Figure 1. M3 wires (run 1).
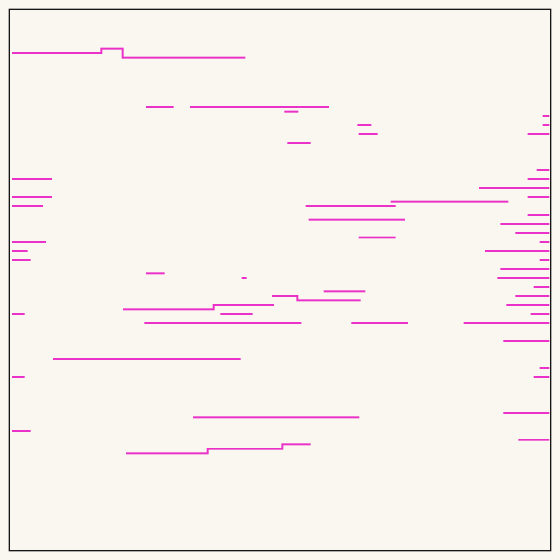
Figure 2. Metal layers overlaid (run 1).
Scale bar: 20 um. Only two layers are drawn.
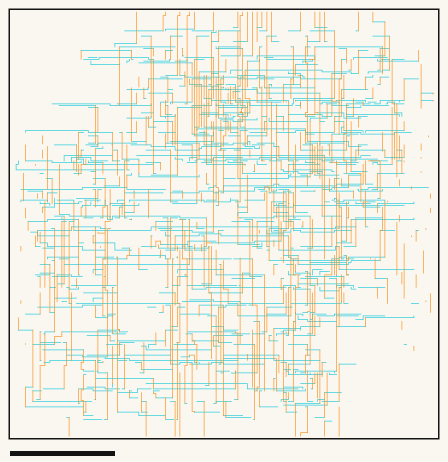
Figure 3. Power grid (run 1).
Scale bar: 20 um. Pins as bars on the die edge.
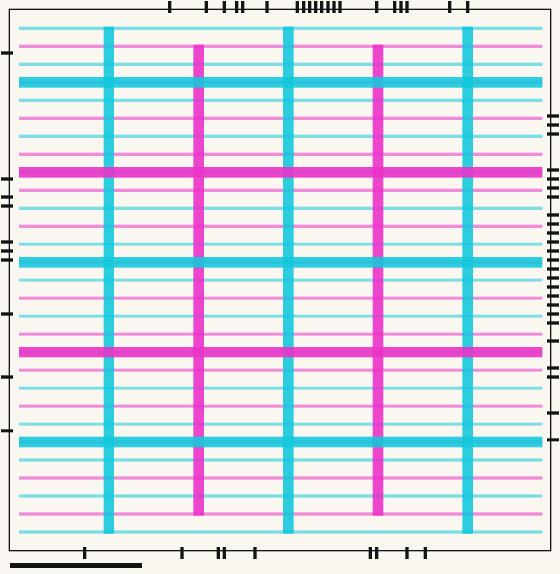
### src/rtl/cix32_event_dispatch.sv
// Exception/interrupt dispatcher: queues exception vectors, edge-detects IRQ lines,
// and issues one acknowledged request at a time to the control register file.
module cix32_event_dispatch #(
  parameter logic [7:0] IRQ_VECTOR_BASE = 8'h20,
  parameter int         EXC_FIFO_DEPTH  = 4
) (
  input  logic                              clk,
  input  logic                              rst_n,
  input  logic                              exc_valid,
  input  logic [7:0]                        exc_vector,
  input  logic [7:0]                        irq_lines,
  input  logic                              interrupt_enabled,
  input  logic                              eoi,
  input  logic                              overflow_clr,
  output logic                              exception_req,
  output logic [7:0]                        exception_vector,
  input  logic                              exception_ack,
  output logic                              interrupt_req,
  output logic [7:0]                        interrupt_vector,
  input  logic                              interrupt_ack,
  output logic [7:0]                        irq_pending,
  output logic [7:0]                        irq_in_service,
  output logic [$clog2(EXC_FIFO_DEPTH):0]   exc_count,
  output logic                              exc_overflow,
  output logic [1:0]                        o_dbg_state
);

  // Handshake: a request (exception_req / interrupt_req) stays high with a stable
  // vector until its ack is sampled high at a rising edge; the request drops on that
  // same edge. Acks seen while the matching request is low are ignored.

  localparam int AW = $clog2(EXC_FIFO_DEPTH);
  localparam int CW = AW + 1;

  typedef enum logic [1:0] {
    S_IDLE    = 2'd0,
    S_EXC_REQ = 2'd1,
    S_IRQ_REQ = 2'd2
  } state_t;

  state_t        r_state;
  logic [7:0]    r_fifo [EXC_FIFO_DEPTH];
  logic [AW-1:0] r_wr_ptr;
  logic [AW-1:0] r_rd_ptr;
  logic [CW-1:0] r_count;
  logic          r_overflow;
  logic [7:0]    r_irq_prev;
  logic [7:0]    r_irq_pending;
  logic [7:0]    r_irq_in_service;
  logic [2:0]    r_irq_idx;
  logic          r_exc_req;
  logic [7:0]    r_exc_vec;
  logic          r_irq_req;
  logic [7:0]    r_irq_vec;

  logic          w_full;
  logic          w_empty;
  logic          w_exc_pop;
  logic          w_irq_take;
  logic          w_push;
  logic          w_drop;
  logic [7:0]    w_irq_rise;
  logic [7:0]    w_irq_done;
  logic [2:0]    w_irq_sel;

  assign w_full     = (r_count == CW'(EXC_FIFO_DEPTH));
  assign w_empty    = (r_count == '0);
  assign w_exc_pop  = (r_state == S_EXC_REQ) && r_exc_req && exception_ack;
  assign w_irq_take = (r_state == S_IRQ_REQ) && r_irq_req && interrupt_ack;
  // A pop in the same cycle frees a slot, so a full queue still accepts the push.
  assign w_push     = exc_valid && (!w_full || w_exc_pop);
  assign w_drop     = exc_valid && w_full && !w_exc_pop;
  assign w_irq_rise = irq_lines & ~r_irq_prev;
  assign w_irq_done = w_irq_take ? (8'd1 << r_irq_idx) : 8'd0;

  always_comb begin
    w_irq_sel = 3'd0;
    for (int i = 7; i >= 0; i--) begin
      if (r_irq_pending[i]) w_irq_sel = 3'(i);
    end
  end

  always_ff @(posedge clk) begin
    if (w_push) r_fifo[r_wr_ptr] <= exc_vector;
  end

  always_ff @(posedge clk) begin
    if (!rst_n) begin
      r_wr_ptr <= '0;
      r_rd_ptr <= '0;
      r_count  <= '0;
    end else begin
      if (w_push)    r_wr_ptr <= r_wr_ptr + 1'b1;
      if (w_exc_pop) r_rd_ptr <= r_rd_ptr + 1'b1;
      case ({w_push, w_exc_pop})
        2'b10:   r_count <= r_count + 1'b1;
        2'b01:   r_count <= r_count - 1'b1;
        default: r_count <= r_count;
      endcase
    end
  end

  always_ff @(posedge clk) begin
    if (!rst_n)            r_overflow <= 1'b0;
    else if (w_drop)       r_overflow <= 1'b1;
    else if (overflow_clr) r_overflow <= 1'b0;
  end

  // A fresh edge on the line being acknowledged keeps it pending.
  always_ff @(posedge clk) begin
    if (!rst_n) begin
      r_irq_prev       <= 8'h00;
      r_irq_pending    <= 8'h00;
      r_irq_in_service <= 8'h00;
    end else begin
      r_irq_prev       <= irq_lines;
      r_irq_pending    <= (r_irq_pending & ~w_irq_done) | w_irq_rise;
      r_irq_in_service <= (r_irq_in_service & ~{8{eoi}}) | w_irq_done;
    end
  end

  // The request flag rises one cycle after entering a request state.
  always_ff @(posedge clk) begin
    if (!rst_n) begin
      r_state   <= S_IDLE;
      r_exc_req <= 1'b0;
      r_exc_vec <= 8'h00;
      r_irq_req <= 1'b0;
      r_irq_vec <= 8'h00;
      r_irq_idx <= 3'd0;
    end else begin
      case (r_state)
        S_IDLE: begin
          if (!w_empty) begin
            r_state   <= S_EXC_REQ;
            r_exc_vec <= r_fifo[r_rd_ptr];
          end else if (interrupt_enabled && (r_irq_in_service == 8'h00) &&
                       (r_irq_pending != 8'h00)) begin
            r_state   <= S_IRQ_REQ;
            r_irq_idx <= w_irq_sel;
            r_irq_vec <= IRQ_VECTOR_BASE + {5'd0, w_irq_sel};
          end
        end
        S_EXC_REQ: begin
          if (!r_exc_req) begin
            r_exc_req <= 1'b1;
          end else if (exception_ack) begin
            r_exc_req <= 1'b0;
            r_state   <= S_IDLE;
          end
        end
        S_IRQ_REQ: begin
          if (!r_irq_req) begin
            r_irq_req <= 1'b1;
          end else if (interrupt_ack) begin
            r_irq_req <= 1'b0;
            r_state   <= S_IDLE;
          end
        end
        default: r_state <= S_IDLE;
      endcase
    end
  end

  assign exception_req    = r_exc_req;
  assign exception_vector = r_exc_vec;
  assign interrupt_req    = r_irq_req;
  assign interrupt_vector = r_irq_vec;
  assign irq_pending      = r_irq_pending;
  assign irq_in_service   = r_irq_in_service;
  assign exc_count        = r_count;
  assign exc_overflow     = r_overflow;
  assign o_dbg_state      = r_state;

endmodule

### config.mk
export PLATFORM = sky130hd
export DESIGN_NAME = cix32_event_dispatch
export DESIGN_NICKNAME = d
export VERILOG_FILES = /design/src/rtl/cix32_event_dispatch.sv
export SDC_FILE = /design/constraint.sdc
export NUM_CORES = 1
export LEC_CHECK = 0
export CAP_MARGIN = 20
export CORE_MARGIN = 1
export CORE_UTILIZATION = 51
export DETAILED_ROUTE_END_ITERATION = 6
export GPL_TIMING_DRIVEN = 0
export PLACE_DENSITY = 0.79
export SYNTH_ARGS = -nofsm -noshare
export SYNTH_HDL_FRONTEND = slang
export SYNTH_SLANG_ARGS = --single-unit
### constraint.sdc
create_clock -name clk -period 2.3 [get_ports clk]
set_input_delay 0.23 -clock clk [delete_from_list [all_inputs] [get_ports clk]]
set_output_delay 0.23 -clock clk [all_outputs]
set_load 0.02 [all_outputs]
==> flow_summary.json, run 1 <==
{
  "cts_buffers": 9,
  "yosys_warnings": 0,
  "finish.instance_area_um2": 4130,
  "nFillCells": 448,
  "nNetsFinal": 380,
  "yosys-stat-cells": 278,
  "max_freq_mhz": 500,
  "critical_path_arrival_ns": 2.22,
  "core_util_floorplan": 0.537,
  "drt_pre_antenna_iters": 4,
  "post_cts_buffers": 0,
  "io_buffer_count": 59,
  "r2r_cells": 7,
  "rsz0062_at_grt": "false",
  "placed_area_um2": 3930,
  "ant_nets": 0,
  "finalCritPeriodShare": 0.869,
  "status": "finished clean",
  "dp_hpwl_mm": 4.47,
  "viasPerCell": 5.25,
  "crit_slowest_cell": "dfxtp_1",
  "route.detailed.drc": 0,
  "drv_slew": 0,
  "grt-ovfl-total": 0,
  "path_class": "reg2reg",
  "worstMarginPinSlew_ns": 0.733,
  "hold_buffers": 0,
  "tool_warnings": 29,
  "grt_max_degree": 16,
  "initialDrtViolationCount": 124
}
Back to the opening pictures, Figure 1:
- main direction: horizontal
- nets with wire on the layer: 49
- share of all routed wire: 6.9%
- wire length on this layer: 429 um
via count of the routed design: 2261
GR met3 Demand/Resource: 0.0511
routed wire length: 6.22 mm

Back to the opening pictures, Figure 2:
- metal 1: cyan (wire length 2940 um)
- metal 2: orange (wire length 2740 um)
DR WL/cell: 14.4 um
Total GRT Usage: 0.206

Back to the opening pictures, Figure 3:
- VDD: magenta
- VSS: cyan
- met1 rails: 29
- met4 straps: 5
- met5 straps: 5
core area: 6030 um^2
worst vdd ir: 0.584 mV
Die Ht: 81.7 um
Die Wd: 81.7 um

==> run 1: final cells by class <==
class / instances / share of cell area
buffer: 16 / 0.0206
clock buffer: 9 / 0.0300
clock inverter: 7 / 0.0188
inverter: 15 / 0.0136
multi-input combinational: 170 / 0.287
sequential: 80 / 0.465
tap: 75 / 0.0227
timing repair buffer: 59 / 0.143
==> run 1: where the power goes <==
part           leakage (nW)  switching [W]  total [W]  internal, W
combinational         0.669       0.000267   0.000513     0.000246
sequential            0.688      0.0000665    0.00164      0.00157
clock                 0.101       0.000535    0.00105     0.000512
==> run 1: synthesized netlist by cell type, drive strengths merged (4+ instances only) <==
master  instances  area [um^2]
edfxtp         32          961
a21oi          26          138
o21ai           5         25.0
dfxtp          48          961
ha              4         50.1
mux2i           4         40.0
inv            15         56.3
and2           17          106
buf             9         58.8
nor2           13         48.8
mux4            8          180
nand2b         15          101
clkbuf          7         26.3
nand2          26          100
nor4            4         31.3
nor3           10         66.3
o22ai           4         25.0
==> run 1: per-layer routing <==
layer	vias up	global-route usage	wire length, um
li1	1118	-	-
met1	1059	0.298	2940
met2	75	0.295	2740
met3	9	0.0511	429
met4	0	0.0842	110
met5	-	0	0
==> run 1: critical path, delay by kind of cell, from the launching register on <==
family | cells | cell delay (ns)
buffers and inverters | 1 | 0.07
AOI/OAI and AO/OA | 1 | 0.16
DFF | 1 | 0.40
adders and majority gates | 1 | 0.39
and+or+nand+nor | 4 | 0.84
==> run 1: registers in the layout (all words and copies together) (netlist names), 2 cells and up <==
register,count
r_fifo,32
r_rd_ptr,2
o_dbg_state,2
r_irq_idx,2
exception_vector,8
r_wr_ptr,2
irq_in_service,8
exc_count,3
r_irq_prev,8
interrupt_vector,2
irq_pending,8
==> run 1: cells by family after synthesis <==
kind of cell               after synthesis  synth area share
adders and majority gates                5            0.0216
muxes                                   13            0.0727
other                                    1           0.00116
buffers and inverters                   31            0.0437
xor gates and xnor gates                 3           0.00812
DFF                                     80             0.594
AOI/OAI and AO/OA                       45            0.0819
and+or+nand+nor                        100             0.177
==> run 1: through the flow <==
stage | worst slack, ns | total power (W) | util | instances
2_1_floorplan | 0.384 | 0.00196 | - | 281
3_3_place_gp | 0.0384 | 0.00217 | 0.653 | 415
3_5_place_dp | 0.0278 | 0.00218 | 0.653 | 415
4_1_cts | 0.288 | 0.00321 | 0.686 | 431
5_1_grt | 0.123 | 0.00333 | 0.686 | 431
6_report | 0.301 | 0.00320 | 0.686 | 431
==> run 1: how the worst min path moves through the flow <==
stage,from,end,slack [ns],depth (start not counted)
after floorplan,exc_vector[0],r_fifo[0][0]$_DFFE_PP_,0.33,0
after global placement,exception_vector[1]$_SDFFE_PN0P_,exception_vector[1]$_SDFFE_PN0P_,0.44,2
after detailed placement,exception_vector[3]$_SDFFE_PN0P_,exception_vector[3]$_SDFFE_PN0P_,0.45,2
after CTS,exception_vector[5]$_SDFFE_PN0P_,exception_vector[5]$_SDFFE_PN0P_,0.46,2
after global routing,irq_lines[0],irq_pending[0]$_SDFF_PN0_,0.47,3
final,exception_vector[5]$_SDFFE_PN0P_,exception_vector[5]$_SDFFE_PN0P_,0.46,2
Figure 4. Clock wiring as the flow saved it (run 1).
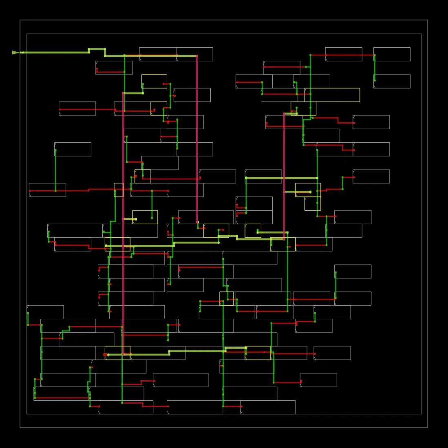

==> run 2, diff against run 1 <==
CORE_MARGIN = 5   (was 1)
GPL_TIMING_DRIVEN = default   (was 0)
PLACE_DENSITY = 0.85   (was 0.79)
Figure 5. Clock wiring as the flow saved it (run 2).
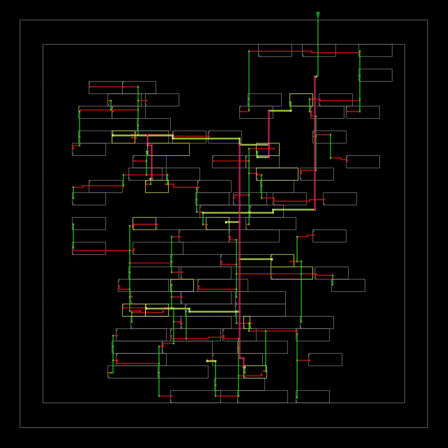
clock sink total: 80
CTS Buf Count: 9
Seq Cell Count: 80
Final Skew: 0.0137 ns
clk ins delay skew pair: 0.35 ns

Figure 6. Metal layers overlaid (run 2).
Scale bar: 20 um. Only two layers are drawn.
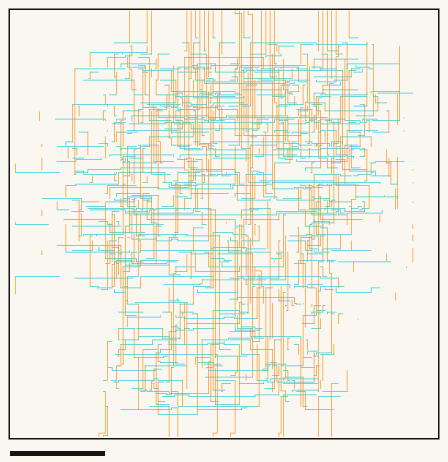
- metal 1: cyan (wire length 3040 um)
- metal 2: orange (wire length 3140 um)
routed wire length: 6.68 mm
DR WL/cell: 15.9 um
Total GRT Usage: 0.180
via count of the routed design: 2228

==> run 2 against run 1 <==
Against the previous run: synthesized cell count unchanged; setup slack improved by 0.0034 ns; final cell count decreased by 2.3%; first-iteration DRC count increased by 46%; clock-buffer cell count increased by 6; via count decreased by 1.5%; largest cell class unchanged.
==> flow_summary.json, run 2 <==
{
  "status": "finished clean",
  "yosys-stat-cells": 278,
  "viasPerCell": 5.29,
  "critical_path_arrival_ns": 2.21,
  "worstMarginPinSlew_ns": 0.601,
  "synth_top_area_share": 0.297,
  "core_um2": 6280,
  "nFillCells": 472,
  "drv_slew": 0,
  "yosysMostFrequentCell": "dfxtp_1",
  "grt-ovfl-total": 0,
  "min_from": "exception_vector[2]$_SDFFE_PN0P_",
  "r2r_cells": 7,
  "die_w_um": 89.7,
  "top_register": "r_fifo",
  "die_h_um": 89.7,
  "yosys.area.top_type": "dfxtp_1",
  "crit_slowest_cell": "fa_1",
  "fin_util": 0.656,
  "largest_reg_flops": 32,
  "rsz0062_at_grt": "false",
  "path_class": "reg2reg",
  "io_buffer_count": 59,
  "yosys-top-cells-count": "48 x dfxtp_1, 32 x edfxtp_1, 25 x nand2_1",
  "max_freq_mhz": 501,
  "ir_drop_mv": 0.522,
  "finalCritPeriodShare": 0.868
}
Figure 7. M3 wires (run 2).
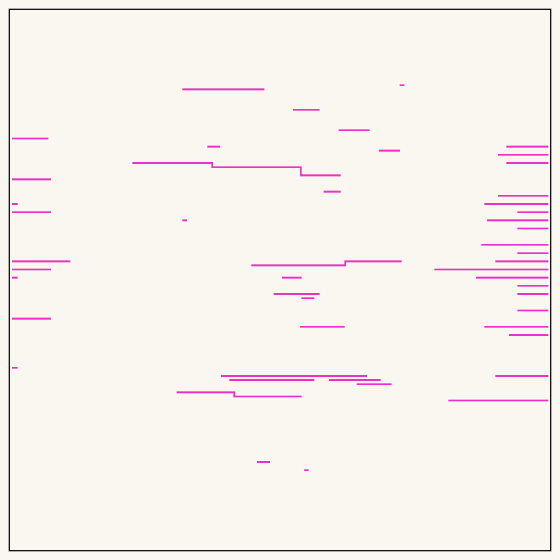
- share of all routed wire: 6.0%
- nets with wire on the layer: 41
- main direction: horizontal
GR met3 Demand/Resource: 0.0465

-- run 2: cell counts after synthesis --
Identical to the previous run, type by type.
-- run 2: power breakdown --
group	switching, W	leakage, nW	total [W]	internal, W
logic	0.000266	0.644	0.000511	0.000245
clock network	0.000468	0.117	0.00111	0.000644
registers	0.0000696	0.688	0.00164	0.00157
-- run 2: cell type report --
cell class | count | share of cell area
clock buffers | 15 | 0.0559
inverters | 15 | 0.0137
repair buffers | 64 | 0.153
well taps | 77 | 0.0234
flip-flops and latches | 80 | 0.467
multi-input cells | 170 | 0.288
-- run 2: cells by family (layout without fill, tap and decap cells) --
family | after synthesis | after routing | synth area share
AOI/OAI and AO/OA | 45 | 45 | 0.0819
xor gates and xnor gates | 3 | 3 | 0.00812
adders and majority gates | 5 | 5 | 0.0216
buffers and inverters | 31 | 94 | 0.0437
DFF | 80 | 80 | 0.594
muxes | 13 | 13 | 0.0727
other | 1 | 4 | 0.00116
and+or+nand+nor | 100 | 100 | 0.177
-- run 2: stage by stage --
step | instances | setup slack, ns | hold slack [ns] | total power, W | instance area [um^2]
6_report | 421 | 0.304 | 0.454 | 0.00326 | 4120
5_1_grt | 421 | 0.141 | 0.467 | 0.00341 | 4120
4_1_cts | 421 | 0.335 | 0.456 | 0.00329 | 4120
3_5_place_dp | 406 | 0.0313 | 0.449 | 0.00218 | 3890
3_3_place_gp | 406 | 0.139 | 0.443 | 0.00216 | 3890
2_1_floorplan | 281 | 0.384 | 0.329 | 0.00196 | 3250
-- run 2: worst max-delay path: cells and delay by family, from the launching register on --
family	cells	cell delay (ns)
and+or+nand+nor	4	0.85
buffers and inverters	1	0.07
adders and majority gates	1	0.39
DFF	1	0.38
AOI/OAI and AO/OA	1	0.17
-- run 2: how the worst max path moves through the flow --
stage,from,end
after global placement,exception_ack,exc_count[2]$_SDFFE_PN0P_
after CTS,exception_req$_SDFFE_PN0N_,exc_count[2]$_SDFFE_PN0P_
after floorplan,o_dbg_state[0]$_SDFFE_PN0P_,exc_count[2]$_SDFFE_PN0P_
final,exception_req$_SDFFE_PN0N_,exc_count[2]$_SDFFE_PN0P_
after global routing,exception_req$_SDFFE_PN0N_,exc_count[2]$_SDFFE_PN0P_
after detailed placement,exception_ack,exc_count[2]$_SDFFE_PN0P_
-- run 2: per-layer routing --
layer / wire length (um) / track usage / vias up
li1: - / - / 1094
met1: 3040 / 0.253 / 1060
met2: 3140 / 0.270 / 62
met3: 398 / 0.0465 / 12
met4: 99 / 0.0677 / 0
met5: 0 / 0 / -
Figure 8. Power grid (run 2).
Scale bar: 20 um. Pins as bars on the die edge.
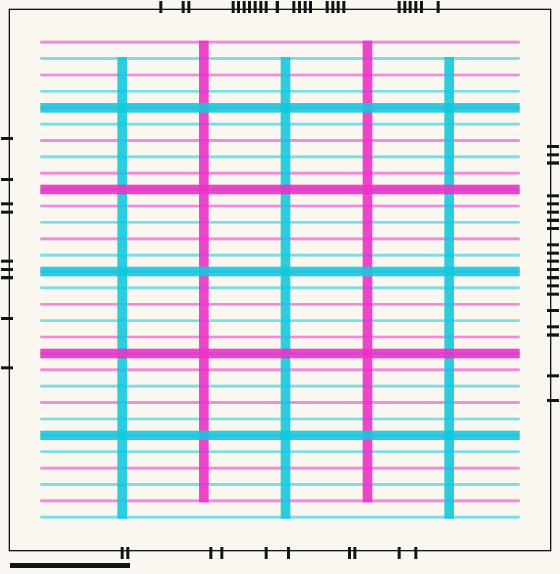

==> run 3, diff against run 2 <==
CELL_PAD_IN_SITES_DETAIL_PLACEMENT = 1   (was default)
CELL_PAD_IN_SITES_GLOBAL_PLACEMENT = 2   (was default)
CORE_UTILIZATION = 33   (was 51)
PLACE_DENSITY = 0.84   (was 0.85)
Figure 9. Power grid (run 3).
Scale bar: 20 um. Pins as bars on the die edge.
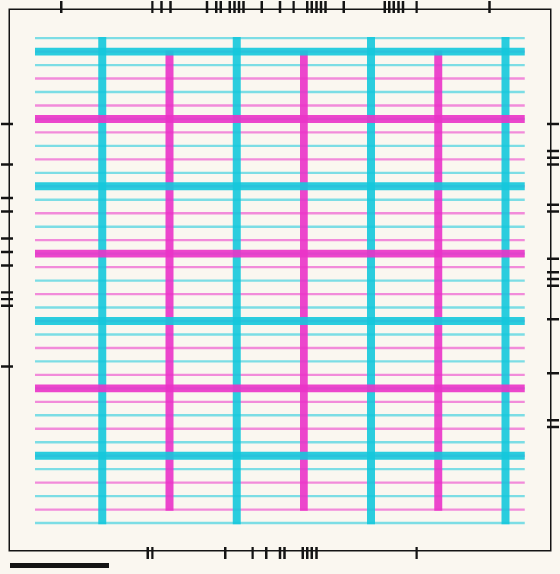
- VSS: cyan
- VDD: magenta
- met5 straps: 7
- met4 straps: 7
- met1 rails: 37
core area: 9680 um^2
worst vdd ir: 0.304 mV
Die Ht: 109 um
Die Wd: 109 um

Figure 10. Metal layers overlaid (run 3).
Scale bar: 20 um. Only two layers are drawn.
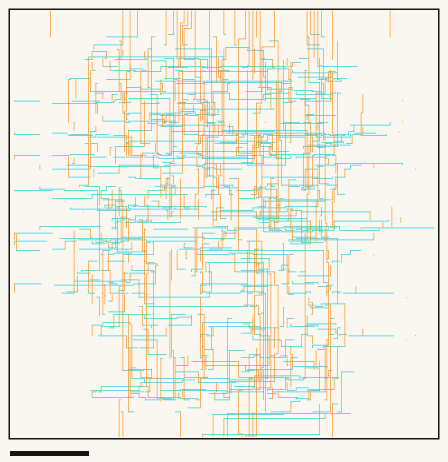
- metal 1: cyan (wire length 3540 um)
- metal 2: orange (wire length 3330 um)
routed wire length: 7.29 mm
Total GRT Usage: 0.133
DR WL/cell: 15.2 um
via count of the routed design: 2210

==> run 3 against run 2 <==
Against the previous run: maximum frequency increased by 4.8%; flip-flop count unchanged; register-to-register slack improved by 0.09 ns; largest power group unchanged.
==> flow_summary.json, run 3 <==
{
  "p_total_w": 0.00332,
  "yosys.area.top_type": "dfxtp_1",
  "top_register": "r_fifo",
  "io_buffer_count": 59,
  "critical_path_arrival_ns": 2.13,
  "grt_first_pass_wirelength_mm": 12.1,
  "synth-seq-cells": 80,
  "gr-usage-met1": 0.187,
  "grtUsageMet3": 0.0373,
  "cts_buffers": 9,
  "grt_busiest_layer": "met2",
  "synth_top_area_share": 0.297,
  "seqPwrFrac": 0.495,
  "fin_skew_ns": 0.00794,
  "viasPerCell": 4.60,
  "drv_slew": 0,
  "finalCritPeriodShare": 0.828,
  "status": "finished clean",
  "rsz0062_at_grt": "false",
  "p_sw_frac": 0.258,
  "power_frac_comb": 0.155,
  "largest_reg_flops": 32,
  "yosys-stat-cells": 278,
  "clock-sinks": 80,
  "grt-ovfl-total": 0,
  "p_switching_w": 0.000856,
  "yosysMostFrequentCell": "dfxtp_1",
  "area_leaders": "dfxtp_1 30%, edfxtp_1 30%, mux4_2 5.6%",
  "yosys-top-cells-count": "48 x dfxtp_1, 32 x edfxtp_1, 25 x nand2_1",
  "path_class": "reg2reg"
}
Figure 11. M2 wires (run 3).
Scale bar: 20 um.
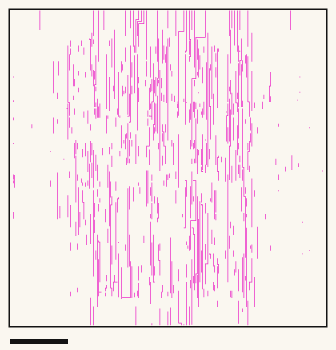
- longest straight run: 46.2 um
- main direction: vertical
- share of all routed wire: 46%
- nets with wire on the layer: 316
met2 Track Usage GR: 0.196

==> run 3: layer usage <==
metal | routed length [um] | share of wire
met1 | 3540 | 0.49
met2 | 3330 | 0.46
met3 | 334 | 0.046
met4 | 87 | 0.012
met5 | 0 | 0
==> run 3: path summary, 6_finish.rpt <==
check                                                      start                                to  slack, ns  cells past startpoint
worst max register to register        exception_req$_SDFFE_PN0N_         exc_count[2]$_SDFFE_PN0P_       0.40                      7
worst min register to register  exception_vector[3]$_SDFFE_PN0P_  exception_vector[3]$_SDFFE_PN0P_       0.46                      2
worst min-delay path            exception_vector[3]$_SDFFE_PN0P_  exception_vector[3]$_SDFFE_PN0P_       0.46                      2
worst max-delay path                  exception_req$_SDFFE_PN0N_         exc_count[2]$_SDFFE_PN0P_       0.40                      7
==> run 3: worst max-delay path, stage by stage, from the launching register on <==
cell	delay [ns]
dfxtp_1	0.41
nand4b_1	0.21
nor2_1	0.18
inv_1	0.07
fa_1	0.39
nor4_2	0.32
o21a_1	0.17
nor3_2	0.04
==> run 3: power by group through the flow <==
| stage | logic (W) | registers (W) | clock network, W |
|---|---|---|---|
| after global placement | 0.000513 | 0.00167 | 0 |
| after floorplan | 0.000237 | 0.00172 | 0 |
| final | 0.000515 | 0.00164 | 0.00116 |
| after detailed placement | 0.000521 | 0.00168 | 0 |
| after global routing | 0.000565 | 0.00166 | 0.00126 |
| after CTS | 0.000523 | 0.00164 | 0.00120 |
==> run 3: cell type report <==
class,count,area share
tap,133,0.0396
multi-input combinational,170,0.282
inverter,15,0.0134
clock inverter,6,0.0217
sequential,80,0.457
clock buffer,10,0.0328
timing repair buffer,66,0.153
==> run 3: logic make-up (layout without fill, tap and decap cells) <==
kind of cell               Yosys count  count (layout)  synth area share
xor gates and xnor gates             3               3           0.00812
other                                1               4           0.00116
buffers and inverters               31              97            0.0437
DFF                                 80              80             0.594
AOI/OAI and AO/OA                   45              45            0.0819
adders and majority gates            5               5            0.0216
muxes                               13              13            0.0727
and+or+nand+nor                    100             100             0.177
==> run 3: stage by stage <==
stage | area [um^2] | hold slack, ns | setup WS [ns] | instances | util
detailed placement | 3970 | 0.450 | 0.0864 | 464 | 0.410
floorplan | 3250 | 0.329 | 0.384 | 281 | -
global placement | 3970 | 0.446 | 0.169 | 464 | 0.410
CTS | 4200 | 0.456 | 0.411 | 480 | 0.434
finish | 4200 | 0.458 | 0.396 | 480 | 0.434
global route | 4200 | 0.472 | 0.223 | 480 | 0.434
No activity file was given, so power comes from the tool's default toggle rates.
